## src/rtl/keypad_pkg.sv

```systemverilog
// Shared sizes, event record and row-scan FSM encoding for the 4x4 keypad scanner.
package keypad_pkg;

  localparam int ROWS   = 4;
  localparam int COLS   = 4;
  localparam int RW     = $clog2(ROWS);
  localparam int CW     = $clog2(COLS);
  localparam int CODE_W = 4;

  localparam logic [ROWS-1:0] ROW_RESET = 4'b0001;

  typedef struct packed {
    logic [CODE_W-1:0] code;
    logic              press;
  } evt_t;

  localparam int EVT_W = $bits(evt_t);

  typedef enum logic {
    ST_DRIVE  = 1'b0,
    ST_SAMPLE = 1'b1
  } row_state_e;

  // Index of the lowest set bit; the drain emits columns in ascending order.
  function automatic logic [CW-1:0] lowest_col(input logic [COLS-1:0] mask);
    logic [CW-1:0] idx;
    idx = '0;
    for (int c = COLS - 1; c >= 0; c--) begin
      if (mask[c]) idx = CW'(c);
    end
    return idx;
  endfunction

endpackage

```

## src/rtl/keypad_scan_debounce_if.sv

```systemverilog
// Press-event stream between keypad_scan_debounce (master) and its consumer (slave).
interface keypad_scan_debounce_if;
  import keypad_pkg::*;

  logic              evt_valid;
  logic              evt_ready;
  logic [CODE_W-1:0] evt_code;
  logic              evt_press;

  modport master (output evt_valid, evt_code, evt_press, input evt_ready);
  modport slave  (input evt_valid, evt_code, evt_press, output evt_ready);

endinterface

```

## src/rtl/keypad_evt_fifo.sv

```systemverilog
// First-word-fall-through event FIFO; a push into a full FIFO with no pop is dropped
// and reported through o_ovf_pulse.
module keypad_evt_fifo #(
  parameter int DEPTH = 4,
  parameter int WIDTH = 5
) (
  input  logic             clk,
  input  logic             rst_n,
  input  logic             i_push,
  input  logic [WIDTH-1:0] i_data,
  input  logic             i_pop,
  output logic [WIDTH-1:0] o_data,
  output logic             o_empty,
  output logic             o_ovf_pulse
);

  localparam int AW = $clog2(DEPTH);

  logic [WIDTH-1:0] r_mem [DEPTH];
  logic [AW-1:0]    r_wr_ptr;
  logic [AW-1:0]    r_rd_ptr;
  logic [AW:0]      r_count;

  logic w_full;
  logic w_pop;
  logic w_push;

  assign o_empty     = (r_count == '0);
  assign w_full      = (r_count == (AW+1)'(DEPTH));
  assign w_pop       = i_pop && !o_empty;
  // A simultaneous pop frees the slot, so a push into a full FIFO still lands.
  assign w_push      = i_push && (!w_full || w_pop);
  assign o_ovf_pulse = i_push && w_full && !w_pop;
  assign o_data      = o_empty ? '0 : r_mem[r_rd_ptr];

  // NOTE: storage needs no reset; o_data is masked while empty, so stale words never escape.
  always_ff @(posedge clk) begin
    if (w_push) r_mem[r_wr_ptr] <= i_data;
  end

  // NOTE: clocked state uses non-blocking assignments so every register sees pre-edge values.
  always_ff @(posedge clk or negedge rst_n) begin
    if (!rst_n) begin
      r_wr_ptr <= '0;
      r_rd_ptr <= '0;
      r_count  <= '0;
    end else begin
      if (w_push) r_wr_ptr <= r_wr_ptr + 1'b1;
      if (w_pop)  r_rd_ptr <= r_rd_ptr + 1'b1;
      unique case ({w_push, w_pop})
        2'b10:   r_count <= r_count + 1'b1;
        2'b01:   r_count <= r_count - 1'b1;
        default: r_count <= r_count;
      endcase
    end
  end

endmodule

```

## src/rtl/keypad_scan_debounce.sv

```systemverilog
// 4x4 key-matrix scanner with per-key debouncers and a buffered key-event stream.
// Define KEYPAD_RELEASE_EVT_EN to also report key releases (evt_press = 0).
module keypad_scan_debounce
  import keypad_pkg::*;
#(
  parameter int SCAN_DIV   = 100,
  parameter int DEB_SCANS  = 4,
  parameter int FIFO_DEPTH = 4
) (
  input  logic                 gclk,
  input  logic                 gresetn,
  input  logic [COLS-1:0]      KeyX,
  output logic [ROWS-1:0]      KeyY,
  output logic [ROWS*COLS-1:0] key_state,
  keypad_scan_debounce_if.master evt,
  output logic                 scan_frame,
  output logic                 evt_ovf,
  input  logic                 ovf_clr
);

  localparam int             DW         = $clog2(SCAN_DIV);
  localparam logic [DW-1:0]  DWELL_PRE  = DW'(SCAN_DIV - 2);
  localparam logic [3:0]     DEB_LAST   = 4'(DEB_SCANS - 1);

  logic [COLS-1:0]            r_keyx_meta;
  logic [COLS-1:0]            r_keyx_sync;

  row_state_e                 r_state;
  logic [DW-1:0]              r_dwell;
  logic [ROWS-1:0]            r_key_y;
  logic [RW-1:0]              r_row;
  logic                       r_scan_frame;
  logic [ROWS*COLS-1:0]       r_key_state;
  logic [ROWS*COLS-1:0][3:0]  r_deb_cnt;
  logic [COLS-1:0]            r_pend;
  logic [RW-1:0]              r_pend_row;
  logic                       r_evt_ovf;

  logic [COLS-1:0]            w_row_state;
  logic [COLS-1:0]            w_flip;
  logic [COLS-1:0]            w_report;
  logic [COLS-1:0][3:0]       w_next_cnt;
  logic                       w_push_req;
  logic [CW-1:0]              w_pend_col;
  evt_t                       w_push_evt;
  evt_t                       w_head;
  logic                       w_empty;
  logic                       w_ovf_pulse;

  always_ff @(posedge gclk or negedge gresetn) begin
    if (!gresetn) begin
      r_keyx_meta <= '0;
      r_keyx_sync <= '0;
    end else begin
      r_keyx_meta <= KeyX;
      r_keyx_sync <= r_keyx_meta;
    end
  end

  // NOTE: every combinational output gets a default first, so no path can infer a latch.
  always_comb begin
    w_row_state = '0;
    w_flip      = '0;
    w_next_cnt  = '0;
    for (int c = 0; c < COLS; c++) begin
      w_row_state[c] = r_key_state[{r_row, c[CW-1:0]}];
      if (r_keyx_sync[c] != w_row_state[c]) begin
        if (r_deb_cnt[{r_row, c[CW-1:0]}] == DEB_LAST) w_flip[c] = 1'b1;
        else w_next_cnt[c] = r_deb_cnt[{r_row, c[CW-1:0]}] + 1'b1;
      end
    end
  end

`ifdef KEYPAD_RELEASE_EVT_EN
  assign w_report = w_flip;
`else
  // Only 0->1 flips are reported; a flipping key whose old state was 0 is a press.
  assign w_report = w_flip & ~w_row_state;
`endif

  assign w_push_req      = |r_pend;
  assign w_pend_col      = lowest_col(r_pend);
  assign w_push_evt.code = {r_pend_row, w_pend_col};
`ifdef KEYPAD_RELEASE_EVT_EN
  assign w_push_evt.press = r_key_state[{r_pend_row, w_pend_col}];
`else
  assign w_push_evt.press = 1'b1;
`endif

  // Row scanner, debouncer state and pending drain share one clocked FSM.
  always_ff @(posedge gclk or negedge gresetn) begin
    if (!gresetn) begin
      r_state      <= ST_DRIVE;
      r_dwell      <= '0;
      r_key_y      <= ROW_RESET;
      r_row        <= '0;
      r_scan_frame <= 1'b0;
      r_key_state  <= '0;
      r_deb_cnt    <= '0;
      r_pend       <= '0;
      r_pend_row   <= '0;
    end else begin
      r_scan_frame <= 1'b0;
      unique case (r_state)
        ST_DRIVE: begin
          if (r_dwell == DWELL_PRE) r_state <= ST_SAMPLE;
          r_dwell <= r_dwell + 1'b1;
          if (w_push_req) r_pend[w_pend_col] <= 1'b0;
        end
        ST_SAMPLE: begin
          r_state      <= ST_DRIVE;
          r_dwell      <= '0;
          r_key_y      <= {r_key_y[ROWS-2:0], r_key_y[ROWS-1]};
          r_row        <= r_row + 1'b1;
          r_scan_frame <= r_key_y[ROWS-1];
          r_pend       <= w_report;
          r_pend_row   <= r_row;
          for (int c = 0; c < COLS; c++) begin
            r_deb_cnt[{r_row, c[CW-1:0]}]   <= w_next_cnt[c];
            r_key_state[{r_row, c[CW-1:0]}] <= w_row_state[c] ^ w_flip[c];
          end
        end
        default: r_state <= ST_DRIVE;
      endcase
    end
  end

  keypad_evt_fifo #(
    .DEPTH (FIFO_DEPTH),
    .WIDTH (EVT_W)
  ) u_fifo (
    .clk         (gclk),
    .rst_n       (gresetn),
    .i_push      (w_push_req),
    .i_data      (w_push_evt),
    .i_pop       (evt.evt_ready),
    .o_data      (w_head),
    .o_empty     (w_empty),
    .o_ovf_pulse (w_ovf_pulse)
  );

  // A drop in the same cycle as a clear leaves the flag set.
  always_ff @(posedge gclk or negedge gresetn) begin
    if (!gresetn)         r_evt_ovf <= 1'b0;
    else if (w_ovf_pulse) r_evt_ovf <= 1'b1;
    else if (ovf_clr)     r_evt_ovf <= 1'b0;
  end

  assign KeyY          = r_key_y;
  assign key_state     = r_key_state;
  assign scan_frame    = r_scan_frame;
  assign evt_ovf       = r_evt_ovf;
  assign evt.evt_valid = !w_empty;
  assign evt.evt_code  = w_head.code;
  assign evt.evt_press = w_head.press;

endmodule

```

## src/flat_wrapper.sv

```systemverilog
// flat-port wrapper written by rule: the top's interface ports become plain ports
module keypad_scan_debounce_flat import keypad_pkg::*;
#(
  parameter int SCAN_DIV   = 100,
  parameter int DEB_SCANS  = 4,
  parameter int FIFO_DEPTH = 4
)
  (gclk, gresetn, KeyX, KeyY, key_state, scan_frame, evt_ovf, ovf_clr, evt_evt_valid, evt_evt_code, evt_evt_press, evt_evt_ready);
  keypad_scan_debounce_if evt_i ();
  input  logic gclk;
  input  logic gresetn;
  input  logic [COLS-1:0] KeyX;
  output logic [ROWS-1:0] KeyY;
  output logic [ROWS*COLS-1:0] key_state;
  output logic scan_frame;
  output logic evt_ovf;
  input  logic ovf_clr;
  output wire logic [$bits(evt_i.evt_valid)-1:0] evt_evt_valid;
  output wire logic [$bits(evt_i.evt_code)-1:0] evt_evt_code;
  output wire logic [$bits(evt_i.evt_press)-1:0] evt_evt_press;
  input wire logic [$bits(evt_i.evt_ready)-1:0] evt_evt_ready;
  assign evt_evt_valid = evt_i.evt_valid;
  assign evt_evt_code = evt_i.evt_code;
  assign evt_evt_press = evt_i.evt_press;
  assign evt_i.evt_ready = evt_evt_ready;
  keypad_scan_debounce #(.SCAN_DIV(SCAN_DIV), .DEB_SCANS(DEB_SCANS), .FIFO_DEPTH(FIFO_DEPTH)) u_core (.gclk(gclk), .gresetn(gresetn), .KeyX(KeyX), .KeyY(KeyY), .key_state(key_state), .evt(evt_i), .scan_frame(scan_frame), .evt_ovf(evt_ovf), .ovf_clr(ovf_clr));
endmodule
```

## config.mk

```make
export PLATFORM = sky130hd
export DESIGN_NAME = keypad_scan_debounce_flat
export DESIGN_NICKNAME = d
export VERILOG_FILES = /design/src/rtl/keypad_pkg.sv /design/src/rtl/keypad_scan_debounce_if.sv /design/src/rtl/keypad_evt_fifo.sv /design/src/rtl/keypad_scan_debounce.sv /design/src/flat_wrapper.sv
export SDC_FILE = /design/constraint.sdc
export NUM_CORES = 1
export LEC_CHECK = 0
export ABC_AREA = 1
export ABC_CLOCK_PERIOD_IN_PS = 4300
export CAP_MARGIN = 40
export CORE_MARGIN = 5
export CORE_UTILIZATION = 40
export DETAILED_ROUTE_END_ITERATION = 10
export GPL_ROUTABILITY_DRIVEN = 0
export PLACE_DENSITY = 0.63
export SETUP_SLACK_MARGIN = 0.4
export SLEW_MARGIN = 20
export SYNTH_ARGS = -nofsm -noshare
export SYNTH_HDL_FRONTEND = slang
export SYNTH_HIERARCHICAL = 1
export SYNTH_SLANG_ARGS = --single-unit
```

## constraint.sdc

```tcl
create_clock -name gclk -period 4.3 [get_ports gclk]
set_clock_uncertainty 0.1 [all_clocks]
set_input_delay 1.075 -clock gclk [delete_from_list [all_inputs] [get_ports gclk]]
set_output_delay 1.075 -clock gclk [all_outputs]
set_load 0.005 [all_outputs]
```

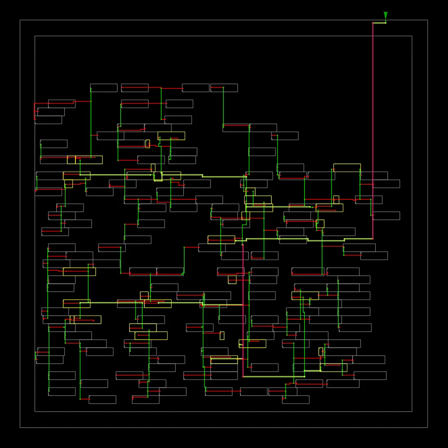
run_1/clocks.png
worst skew pair latency: 0.42 ns
count of clock buffers in the final design: 19
number of clock sinks: 137
P_clk: 1390 µW
FFs & Latches: 137

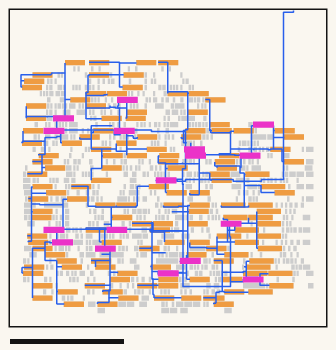
run_1/clk_routes.png
Scale bar: 50 µm.
Blue marks clock wires, length 1770 µm. Orange marks flip-flops, count 137. Magenta marks clock drivers, count 17.
There are 18 routed clock nets.

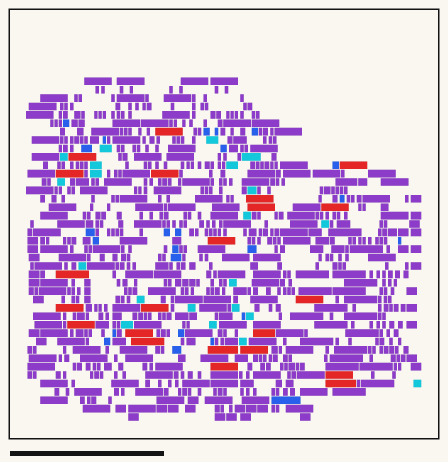
run_1/sizes.png
Scale bar: 50 µm.
Cyan marks _3 and _4 cells, cells 21, share 2.5%. Red marks _6 and larger, cells 22, share 2.6%. Blue marks _2 cells, cells 24, share 2.8%. Purple marks _0 and _1 cells, cells 778, share 92%.

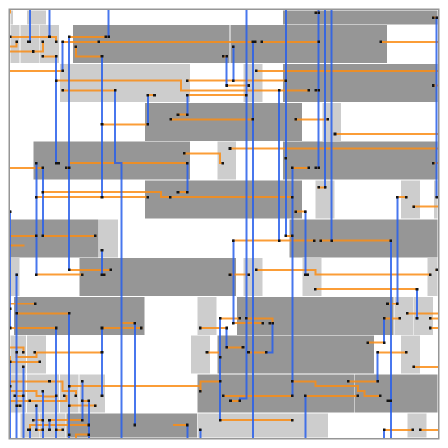
run_1/detail.png
Window x 89 to 119, y 20 to 50 µm. Cells in gray, sequential cells in the stronger gray; small squares are vias.
Blue marks metal 2. Orange marks metal 1.
45 logic cells have their middle in the window. Netlist names of flops here include `u_core/u_fifo/r_mem` (13), `u_core/r_dwell` (2). Sequential cells in the window: 16. Most frequent: inv_1 (13), edfxtp_1 (13), nor2_1 (4).

==> run 1: cell type report <==
type                       count  area share
timing repair buffer          44     0.06037
sequential                   137      0.4554
inverter                      75     0.03632
multi-input combinational    557      0.3398
clock buffer                  19     0.05585
clock inverter                13     0.01679
tap                          220     0.03551
==> run 1: layer usage <==
metal  vias up  part of all wire  track usage
met5         -                 0            0
met4         0             0.012      0.04789
met3        15             0.044      0.04724
met2       102              0.48       0.2628
met1      2440              0.47       0.2126
li1       2591                 -            -
==> run 1: report_power, final <==
part	internal (µW)	switching (µW)	leakage (µW)
combinational	13.4	33.2	0.00174
clock	845	545	0.000254
sequential	1320	1.95	0.00182
==> run 1: critical path, stage by stage (launching register included) <==
cell and delay [ns]:
sky130_fd_sc_hd__dfrtp_1 0.59, sky130_fd_sc_hd__inv_2 0.19, sky130_fd_sc_hd__nand2_1 0.11, sky130_fd_sc_hd__nand3_1 0.07, sky130_fd_sc_hd__a21oi_1 0.16, sky130_fd_sc_hd__clkdlybuf4s50_1 0.52
==> run 1: final timing paths <==
path	endpoint	slack [ns]	cells after the start
setup / recovery	evt_evt_code[2]	1.08	5
hold / removal	u_core/r_keyx_sync[0]	0.25	0
setup reg to reg	u_core/r_deb_cnt[15]	1.91	8
hold reg to reg	u_core/r_keyx_sync[0]	0.25	0
max in group asynchronous	u_core/r_deb_cnt[23]	2.85	3
min in group asynchronous	u_core/u_fifo/r_rd_ptr[0]	0.41	1
==> run 1: metrics by stage <==
step           setup slack, ns  hold slack (ns)    util
3_5_place_dp             1.260           0.2362  0.4364
3_3_place_gp             1.336           0.2316  0.4348
6_report                 1.079           0.2461  0.4724
5_1_grt                 0.9029           0.2611  0.4724
2_1_floorplan            1.881           0.2312       -
4_1_cts                  1.076           0.2489  0.4708
==> run 1: logic make-up after synthesis <==
kind of cell,count (synthesis)
compound gates,62
xor+xnor,7
fa+ha+maj,17
buf+inv,109
flops,137
other cells,1
simple gates,467
==> run 1: cell usage in the layout, fill, tap and decap left out, types with 7 or more instances in the layout <==
cell	instances
sky130_fd_sc_hd__o21ai_0	32
sky130_fd_sc_hd__edfxtp_1	20
sky130_fd_sc_hd__a21oi_1	9
sky130_fd_sc_hd__nand3_1	68
sky130_fd_sc_hd__nand2_1	333
sky130_fd_sc_hd__inv_1	69
sky130_fd_sc_hd__clkbuf_16	17
sky130_fd_sc_hd__clkdlybuf4s50_1	34
sky130_fd_sc_hd__nand2_2	8
sky130_fd_sc_hd__ha_1	16
sky130_fd_sc_hd__nor2_1	21
sky130_fd_sc_hd__buf_4	7
sky130_fd_sc_hd__dfrtp_1	116
sky130_fd_sc_hd__nand4_1	14
sky130_fd_sc_hd__o21ai_1	12
==> run 1: flip-flops by register name, summed over array words and instances, names as in the netlist <==
name,flops
u_core/u_fifo/r_mem,20
u_core/r_pend,4
u_core/r_dwell,7
u_core/evt_ovf,1
u_core/u_fifo/r_wr_ptr,2
u_core/u_fifo/r_rd_ptr,2
u_core/r_pend_row,2
u_core/key_state,16
u_core/r_keyx_meta,4
u_core/KeyY,4
u_core/scan_frame,1
u_core/r_keyx_sync,4
u_core/r_deb_cnt,64
u_core/r_row,2
u_core/r_state,1
u_core/u_fifo/r_count,3
==> run summary, run 1 <==
The full implementation flow was run.

The highest net fanout along the worst path stands at 13. After synthesis, the share of cell area in mux cells is 0. The Yosys step of the flow raised 6 warnings. The critical path starts at u_core/u_fifo/r_rd_ptr[0]. Summed over all routing layers, the global router reports a total usage of 0.1621. The placeable core region stands at 16410 µm². The number of warning messages in the logs stands at 33. Per the detailed-route log, wirelength across all metal layers totals 14950 µm. The pin slew with the least headroom to its limit stands at 0.6139 ns. Of the total synthesized cell area, the portion taken by full adders, half adders and majority gates is 0.03323.

The flow reports an fmax of 310.4 MHz. For reference, the top logic cell family by area is simple AND/OR/NAND/NOR gates. Yosys instantiated no cell more often than sky130_fd_sc_hd__nand2_1.

Sorting the synthesized cells by area gives the leading types as sky130_fd_sc_hd__dfrtp_1 (44%), sky130_fd_sc_hd__nand2_1 (19%), sky130_fd_sc_hd__edfxtp_1 (9.1%). The average routed wire per standard cell stands at 14.03 µm. The synthesis stat section lists a flop and latch total of 137. According to the timing report, the data required time at the worst endpoint equals 3.12 ns. The via count of the first global-routing pass stands at 5063. Per the layout area report, the register area comes to 3530 µm². In the CTS report, the clock slew at the register clock pins of the worst setup and hold paths is listed as 0.06 ns.

After routing the design area is 7751 µm². The final antenna diode tally reported by the flow is 0. For the worst reg-to-reg path, the startpoint reported by OpenROAD is u_core/r_row[0]. The finished layout holds 1065 standard cells, fillers aside. The maximum buffer depth of the clock tree stands at 2. For this block, the initial DRC count from the detailed router was 345. The area fraction of the largest cell type after synthesis is 0.4381. The number of failing setup endpoints in the final timing report stands at 0.

The height of the chip stands at 138.7 µm. For this run the detailed placement stage logged an HPWL of 9189 µm. STA classifies the critical path startpoint as a flip-flop. The via count normalized by instance count stands at 4.834. The first-pass GRT wire length stands at 25320 µm. TritonCTS built the clock tree. The die is 138.7 µm wide. The length of the first detailed-routing pass in iterations stands at 4.

For this design the top-level I/O count stands at 36. At the worst endpoint, the arrival time is 2.05 ns. The H-tree generated during clock tree synthesis spans 4 levels. STA classifies the critical path endpoint as a primary output. The mean area per synthesized cell stands at 8.283 µm². The area of the die stands at 19240 µm².

STA lists the startpoint of the worst hold path as u_core/r_keyx_meta[0]. Looking at the setup timing report, the critical path kind is flip-flop to primary output. The path class of the tightest hold or removal check is flip-flop to flip-flop.

According to the Yosys statistics, the synthesized design has a chip area of 6626 µm². The number of vias in the routed layout stands at 5148. Once placement finished, the instance area stood at 7161 µm². The peak supply drop stands at 0.2770 mV.

Per the run report, area growth between synthesis and finish was 16.98%. The placed instance count stands at 1032. The simple-gate area share of the yosys netlist stands at 0.3019. The proportion of register bits with asynchronous set or reset after synthesis stands at 0.8540.

Summed over all cells, the static leakage comes to 0.003812 µW. After detailed routing, the number of remaining DRC violations is 0. The synthesized instance count stands at 800. The flow ran to the end, and the final reports show no timing, DRC or antenna violations. Overall power consumption after layout is estimated at 2755 µW. The worst path in the final design needs a cycle of 3.221 ns, including I/O delays and setup. Once the clock tree was built, the resizer swapped 0 gates to a different size.

The worst pin sits at a relative slew slack of 0.5907. The synthesis report names the predominant flop master as sky130_fd_sc_hd__dfrtp_1. Per the GRT congestion report, total overflow comes to 0.
run_1/flops_by_reg.png
Scale bar: 50 µm. Other sequential cells in the stronger gray, the rest of the logic in the fainter gray.
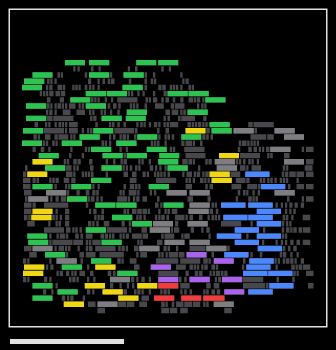

## Run 2: what changed since run 1
Settings changed: ABC_CLOCK_PERIOD_IN_PS 4300 to 3100.
Clock period 4.3 ns to 3.1 ns, I/O delays scaled along.
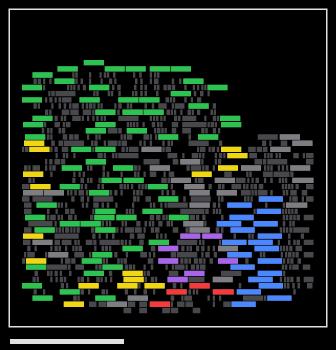
run_2/flops_by_reg.png
Scale bar: 50 µm. Other sequential cells in the stronger gray, the rest of the logic in the fainter gray.
Yellow marks `u_core/key_state`, flops 16. Purple marks `u_core/r_dwell`, flops 7, where bottom center. Blue marks `u_core/u_fifo/r_mem`, flops 20, where lower right. Green marks `u_core/r_deb_cnt`, flops 64. Red marks `u_core/KeyY`, flops 4, where bottom center.

==> run 2 against run 1 <==
Via count decreased by 0.37%. Register-to-register slack got worse by 1.2 ns. Routed wire length increased by 0.18%. Die size unchanged. Largest power group unchanged. Critical endpoint unchanged. Core utilization increased by 0.65 points. Total power increased by 46%. Critical path depth unchanged.
==> run summary, run 2 <==
The full implementation flow was run.

Run status: finished, final reports clean (unchanged). Synth area leaders: sky130_fd_sc_hd__dfrtp_1 (44%), sky130_fd_sc_hd__nand2_1 (19%), sky130_fd_sc_hd__edfxtp_1 (9.1%) (unchanged). The number of vias in the routed layout is 5129 (was 5148). The highest-count logic cell in the final layout is sky130_fd_sc_hd__nand2_1 (unchanged).

The worst hold slack stands at 0.2456 ns (was 0.2461 ns). The highest net fanout along the worst path came to 10 (was 13). The combinational cell fraction of total power was 0.016 (was 0.017).

The leftover overflow at the end of global routing came to 0 (unchanged). The placeable core region came to 16410 µm² (unchanged). The register ranked first by flip-flop count is u_core/r_deb_cnt (unchanged). The count of non-filler cells in the finished layout stands at 1071 (was 1065). The share of total power consumed by net switching came to 0.2031 (was 0.2104). The element type at the critical path end is a primary output (unchanged). The number of top-level pins is 36 (unchanged).

The aggregate routed wire length came to 14970 µm (was 14950 µm). The worst setup slack after layout came to 0.4476 ns (was 1.079 ns). The layout overhead on the synthesized area was 18.58% (was 16.98%). The sink count of the clock tree was 137 (unchanged). The part of the total power dissipated in sequential elements came to 0.455 (was 0.479). Most used cells in the layout excluding fill and tap cells: sky130_fd_sc_hd__nand2_1 (333), sky130_fd_sc_hd__dfrtp_1 (114), sky130_fd_sc_hd__nand3_1 (68) (was sky130_fd_sc_hd__nand2_1 (333), sky130_fd_sc_hd__dfrtp_1 (116), sky130_fd_sc_hd__inv_1 (69)). The dominant synthesized flop cell was sky130_fd_sc_hd__dfrtp_1 (unchanged). The maximum buffer depth of the clock tree was 2 (unchanged). The clock transition time at the flip-flop clock pins of the worst setup and hold paths came to 0.06 ns (about the same). The latest clock arrival within the worst-skew pair stands at 0.42 ns (about the same). The number of failing setup endpoints in the final timing report stands at 0 (unchanged). The proportion of netlist area held by the largest area contributor stands at 0.4381 (unchanged). The met2 track demand over resource came to 0.2562 (was 0.2628). The area of the die is 19240 µm² (unchanged). The synthesized instance count came to 800 (unchanged). The proportion of register bits with asynchronous set or reset after synthesis stands at 0.8540 (unchanged). The via count of the first global-routing pass was 4968 (was 5063). The setup slack at placement came to 0.4059 ns (was 1.260 ns). The mean area per synthesized cell came to 8.283 µm² (unchanged). The chip area estimate from yosys synthesis was 6626 µm² (unchanged). The required arrival time at the worst endpoint was 2.22 ns (was 3.12 ns). The net switching power is 816.4 µW (was 579.7 µW).

The max-slew headroom at the worst pin is 0.5627 (was 0.5907). The worst endpoint data arrival time stands at 1.78 ns (was 2.05 ns). The distinct cell type count after synthesis stands at 36 (unchanged).

The die width was 138.7 µm (unchanged). The TritonCTS clock tree is built (unchanged). The share of power burned in the clock network is 0.529 (was 0.504). The max-slew violation total from the final report came to 0 (unchanged). The first-pass GRT wire length came to 25480 µm (was 25320 µm).

The HPWL after detailed placement stands at 9499 µm (was 9189 µm). The cell depth of the worst hold path was 0 (unchanged). The worst hold-check path type is flip-flop to flip-flop (unchanged). The leakage power came to 0.003946 µW (was 0.003812 µW). The number of warning messages in the logs is 34 (was 33). The placed instance count was 1036 (was 1032). The final standard cell utilization of the core stands at 0.4789 (was 0.4724).

The via count normalized by instance count stands at 4.789 (was 4.834). The startpoint type of the worst setup path is a flip-flop (unchanged). The number of cells on the worst reg-to-reg path stands at 7 (was 8). The met3 track demand over resource stands at 0.03828 (was 0.04724). The antenna cell count stands at 0 (unchanged). The height of the chip stands at 138.7 µm (unchanged). The type of the worst setup path is flip-flop to primary output (unchanged). The most frequent cell after synthesis was sky130_fd_sc_hd__nand2_1 (unchanged). The total number of yosys warnings stands at 6 (unchanged).

The starting DRC count in detailed routing came to 346 (was 345). The final routed DRC violation total came to 0 (unchanged). The pin slew with the least headroom to its limit stands at 0.6560 ns (was 0.6139 ns). The number of cells in Yosys stat was 800 (unchanged). The number of flip-flops in the largest register stands at 64 (unchanged).

The length of the first detailed-routing pass in iterations stands at 5 (was 4). Based on the critical path, the design can be clocked at up to 377.0 MHz. The internal power contribution was 3204 µW (was 2176 µW). The number of H-tree levels was 4 (unchanged).
run 2: cells by family (layout without fill, tap and decap cells):
family,after synthesis,after routing,share of synthesized area
flip-flops,137,137,0.5327
XOR/XNOR,7,7,0.009252
AND/OR/NAND/NOR,467,467,0.3019
other,1,4,0.0005659
buffers and inverters,109,157,0.07156
AND-OR/OR-AND,62,62,0.05079
adder cells (fa/ha/maj),17,17,0.03323
run 2: layer usage:
metal | vias up | wire length [µm]
li1 | 2612 | -
met1 | 2412 | 7139
met2 | 89 | 7034
met3 | 16 | 585
met4 | 0 | 214
met5 | - | 0
run 2: area by class of cell:
type                            count  area [µm²]  area share
Clock buffer                       19       442.9     0.05637
Multi-Input combinational cell    557        2641      0.3361
Clock inverter                     13       176.4     0.02245
Timing Repair Buffer               50       508.0     0.06465
Sequential cell                   137        3532      0.4495
Inverter                           75       281.5     0.03583
Tap cell                          220       275.3     0.03503
run 2: worst max-delay path, stage by stage, from the launching register on:
cell and delay (ns):
sky130_fd_sc_hd__dfrtp_2 0.44, sky130_fd_sc_hd__buf_12 0.14, sky130_fd_sc_hd__nand2_1 0.06, sky130_fd_sc_hd__nand3_1 0.08
sky130_fd_sc_hd__a21oi_2 0.13, sky130_fd_sc_hd__clkdlybuf4s50_1 0.50
run 2: worst paths after layout:
check	startpoint	end	slack (ns)
setup / recovery	u_core/u_fifo/r_rd_ptr[0]	evt_evt_code[2]	0.45
hold / removal	u_core/r_keyx_meta[0]	u_core/r_keyx_sync[0]	0.25
setup reg to reg	u_core/r_row[0]	u_core/r_deb_cnt[43]	0.67
hold reg to reg	u_core/r_keyx_meta[0]	u_core/r_keyx_sync[0]	0.25
max in group asynchronous	gresetn	u_core/key_state[4]	1.97
min in group asynchronous	gresetn	u_core/r_pend_row[1]	0.28
run 2: power by group through the flow:
stage                     logic (µW)  registers (µW)  clock network [µW]
after floorplan                 16.1            1860                   0
after global placement          67.5            1860                   0
after detailed placement        67.3            1860                   0
after CTS                       67.5            1830                2170
after global routing            74.7            1830                2250
final                           64.1            1830                2130
run 2: timing repair:
action | in CTS | in global routing
setup endpoints to repair | 5 | 6
gates resized | 2 | 8
setup buffers | 2 | 1
run 2: per-stage QoR:
| stage | cell area (µm²) | power, µW |
|---|---|---|
| after global placement | 7183 | 1930 |
| after detailed placement | 7183 | 1930 |
| after floorplan | 6638 | 1879 |
| final | 7858 | 4021 |
| after CTS | 7831 | 4070 |
| after global routing | 7858 | 4150 |
run_2/sizes.png
Scale bar: 50 µm.
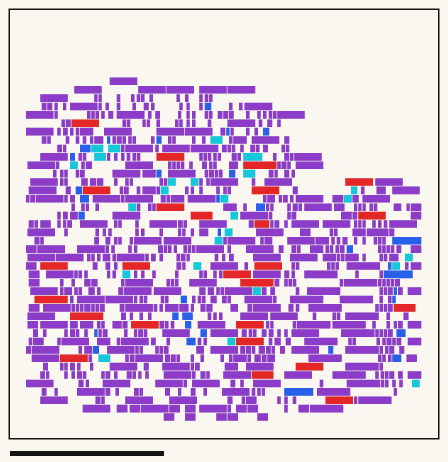

## Run 3: what changed since run 2
--- a/config.mk
+++ b/config.mk
@@ -10,2 +10,3 @@
 export CAP_MARGIN = 40
+export CORE_ASPECT_RATIO = 0.5
 export CORE_MARGIN = 5
@@ -15,2 +16,3 @@
 export PLACE_DENSITY = 0.63
+export REMOVE_ABC_BUFFERS = 1
 export SETUP_SLACK_MARGIN = 0.4
==> constraint.sdc (replaced) <==
create_clock -name gclk -period 3.1 [get_ports gclk]
set_clock_uncertainty 0.1 [all_clocks]
set_input_delay 0.31 -clock gclk [delete_from_list [all_inputs] [get_ports gclk]]
set_output_delay 0.31 -clock gclk [all_outputs]
set_load 0.005 [all_outputs]
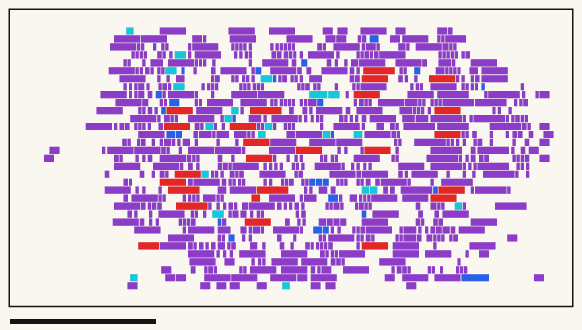
run_3/sizes.png
Scale bar: 50 µm.
synthesis-to-finish area growth: 18.33%
final setup margin: 0.6072 ns
count of non-CTS buffers in the layout: 48
post-route cell area: 7841 µm²

==> run 3 against run 2 <==
Sequential share of layout area is 0.061 points higher. Synthesized area stayed put. Fmax is 6.4% higher. Total power is 2.3% higher. Cell area is 0.21% lower. Critical path type unchanged.
==> run summary, run 3 <==
The full implementation flow was run.

Run status: finished, final reports clean (unchanged). The cell depth of the worst hold path is 1 (was 0). The number of cells in Yosys stat stands at 800 (unchanged). Critical Path, Cell by Cell: inv_2 > nand2_1 > nand3_1 > a21oi_1 > clkdlybuf4s50_1 (was buf_12 > nand2_1 > nand3_1 > a21oi_2 > clkdlybuf4s50_1). The mean area per synthesized cell came to 8.283 µm² (unchanged). The final routed DRC violation total stands at 0 (unchanged). The die width stands at 192.0 µm (was 138.7 µm).

The number of H-tree levels was 4 (unchanged). The number of vias in the routed layout is 5289 (was 5129). The leftover overflow at the end of global routing came to 0 (unchanged).

RSZ-0062 raised after global routing: no (was yes). The worst setup slack for register-to-register paths is 0.70 ns (was 0.67 ns). The via count normalized by instance count stands at 4.915 (was 4.789).

The synthesized instance count is 800 (unchanged). The length of the first detailed-routing pass in iterations was 5 (unchanged). The via count of the first global-routing pass stands at 5153 (was 4968). The leakage power stands at 0.003876 µW (was 0.003946 µW). The sum of negative setup slack stands at 0 ns (unchanged). The proportion of netlist area held by the largest area contributor stands at 0.4381 (unchanged).

The worst endpoint data arrival time is 2.08 ns (was 1.78 ns). The element type at the critical path end is a primary output (unchanged). The clock period minus final worst setup slack was 2.493 ns (was 2.652 ns). The cell area after synthesis came to 6626 µm² (unchanged).

The register ranked first by flip-flop count is u_core/r_deb_cnt (unchanged). Synth cell count leaders: sky130_fd_sc_hd__nand2_1 (333), sky130_fd_sc_hd__dfrtp_1 (116), sky130_fd_sc_hd__inv_1 (69) (unchanged). The number of flip-flops in the largest register came to 64 (unchanged).

The total clock buffers created by CTS was 17 (unchanged). The antenna violation net count after detailed routing is 0 (unchanged). The max-slew headroom at the worst pin stands at 0.5675 (was 0.5627). The number of enable-type register cells in the synthesized netlist was 20 (unchanged).

The type of the worst setup path is flip-flop to primary output (unchanged). The initial core utilization stands at 0.4063 (was 0.4039). The highest-count logic cell in the final layout is sky130_fd_sc_hd__nand2_1 (unchanged).

The average routed wire per standard cell was 14.06 µm (was 13.98 µm). The clock tree root buffer cell was sky130_fd_sc_hd__clkbuf_16 (unchanged). The number of hold violations in the final report was 0 (unchanged).

Synth area leaders: sky130_fd_sc_hd__dfrtp_1 (44%), sky130_fd_sc_hd__nand2_1 (19%), sky130_fd_sc_hd__edfxtp_1 (9.1%) (unchanged). The number of failing setup endpoints in the final timing report came to 0 (unchanged). The starting DRC count in detailed routing is 508 (was 346). The number of buffer cells added on primary ports was 35 (unchanged). The max-slew violation total from the final report was 0 (unchanged). The placeable core region came to 16310 µm² (was 16410 µm²). The sink count of the clock tree was 137 (unchanged). The longest individual stage delay on the worst path stands at 0.61 ns (was 0.50 ns). The initial antenna violation count was 0 (unchanged). The clock transition time at the flip-flop clock pins of the worst setup and hold paths is 0.06 ns (about the same). The cell accounting for the most synthesized area is sky130_fd_sc_hd__dfrtp_1 (unchanged). The master of the slowest instance on the critical path is sky130_fd_sc_hd__dfrtp_1 (was sky130_fd_sc_hd__clkdlybuf4s50_1).

The kind of cell adding the most delay to the critical path is buffers and inverters (unchanged). The pin slew with the least headroom to its limit is 0.6487 ns (was 0.6560 ns). The dominant synthesized flop cell is sky130_fd_sc_hd__dfrtp_1 (unchanged). The part of the Yosys area used for sequential elements came to 0.5327 (unchanged).

The required arrival time at the worst endpoint came to 2.69 ns (was 2.22 ns). The total power divided by cell area came to 524.8 nW/µm² (was 511.7 nW/µm²). The worst hold-check path type is input pin to flip-flop (was flip-flop to flip-flop). The startpoint type of the worst setup path was a flip-flop (unchanged). The area of the die came to 19400 µm² (was 19240 µm²). The reported max-cap violation count came to 0 (unchanged). Most used cells in the layout excluding fill and tap cells: sky130_fd_sc_hd__nand2_1 (333), sky130_fd_sc_hd__dfrtp_1 (116), sky130_fd_sc_hd__inv_1 (69) (was sky130_fd_sc_hd__nand2_1 (333), sky130_fd_sc_hd__dfrtp_1 (114), sky130_fd_sc_hd__nand3_1 (68)). The chip area estimate from yosys synthesis stands at 6626 µm² (unchanged). The most frequent cell after synthesis is sky130_fd_sc_hd__nand2_1 (unchanged).

The TritonCTS clock tree is built (unchanged). The total global-route track usage was 0.1663 (was 0.1634). The maximum buffer depth of the clock tree stands at 2 (unchanged). The distinct cell type count after synthesis is 36 (unchanged). The share of the cycle needed by the critical path after routing stands at 0.8041 (was 0.8556). The number of gates resized after CTS is 0 (was 2).

The total number of yosys warnings stands at 6 (unchanged). The number of cells on the critical path stands at 5 (unchanged). The final net count stands at 861 (was 863). The number of top-level pins came to 36 (unchanged). The antenna cell count came to 0 (unchanged). The latest clock arrival within the worst-skew pair stands at 0.41 ns (was 0.42 ns).

The peak supply drop is 0.4450 mV (was 0.5004 mV). The count of non-filler cells in the finished layout is 1076 (was 1071). The number of warning messages in the logs was 32 (was 34). The maximum number of pins on one net before global-route repair stands at 49 (was 48). The register bit count reported by yosys stands at 137 (unchanged). The placed instance count was 1043 (was 1036).

The count of buffering cells on the critical path with inverters included stands at 2 (unchanged). The first-pass GRT wire length is 25670 µm (was 25480 µm). The aggregate routed wire length was 15130 µm (was 14970 µm). The highest achievable clock rate stands at 401.2 MHz (was 377.0 MHz). The height of the chip was 101.0 µm (was 138.7 µm). The HPWL after detailed placement was 9393 µm (was 9499 µm). The share of cells above drive strength 1 stands at 0.08481 (was 0.09753). The number of cells on the worst reg-to-reg path stands at 10 (was 7). The number of placement rows stands at 33 (was 47). The proportion of register bits with asynchronous set or reset after synthesis stands at 0.8540 (unchanged). The highest net fanout along the worst path stands at 13 (was 10).
==> run 3: layout make-up <==
class                           count  area (µm²)
Fill cell                        1532        8468
Clock buffer                       20       457.9
Multi-Input combinational cell    557        2634
Timing Repair Buffer               48       460.4
Sequential cell                   137        3530
Tap cell                          227       284.0
Inverter                           75       281.5
Clock inverter                     12       193.9
==> run 3: power by group <==
group	leakage [µW]	switching, µW	internal, µW
logic	0.00174	46.1	17.4
clock network	0.000317	748	1470
registers	0.00182	3.40	1830
==> run 3: logic make-up (layout without fill, tap and decap cells) <==
kind of cell,after synthesis,count (layout),share of synthesized area
xor gates and xnor gates,7,7,0.009252
adders and majority gates,17,17,0.03323
DFF,137,137,0.5327
buffers and inverters,109,155,0.07156
other,1,4,0.0005659
AOI/OAI and AO/OA,62,62,0.05079
and+or+nand+nor,467,467,0.3019
==> run 3: layer usage <==
layer | wire (µm) | part of all wire | GRT usage
met1 | 7253 | 0.48 | 0.2237
met2 | 7012 | 0.46 | 0.2775
met3 | 709 | 0.047 | 0.03183
met4 | 157 | 0.010 | 0.04765
met5 | 0 | 0 | 0
==> run 3: worst paths after layout <==
check,from,end
max,u_core/u_fifo/r_rd_ptr[0],evt_evt_code[1]
min,KeyX[0],u_core/r_keyx_meta[0]
max reg2reg,u_core/r_row[0],u_core/key_state[3]
min reg2reg,u_core/r_keyx_meta[2],u_core/r_keyx_sync[2]
max in group asynchronous,gresetn,u_core/r_deb_cnt[33]
min in group asynchronous,gresetn,u_core/r_keyx_sync[3]
==> run 3: repair_timing <==
item	in CTS	in global routing
hold buffers	1	0
buffers inserted	0	0
endpoints found under the hold margin	46	0
==> run 3: stage by stage <==
step | hold slack, ns | total power [µW] | worst slack, ns | cell area [µm²] | utilization
after floorplan | -0.08559 | 1879 | 0.2503 | 6445 | -
after global placement | 0.2338 | 1927 | 0.7873 | 7179 | 0.4402
after detailed placement | 0.2418 | 1929 | 0.7203 | 7179 | 0.4402
after CTS | 0.2303 | 4165 | 0.5520 | 7841 | 0.4808
after global routing | 0.2332 | 4252 | 0.4216 | 7841 | 0.4808
final | 0.2410 | 4115 | 0.6072 | 7841 | 0.4808
No activity file was given, so power comes from the tool's default toggle rates.
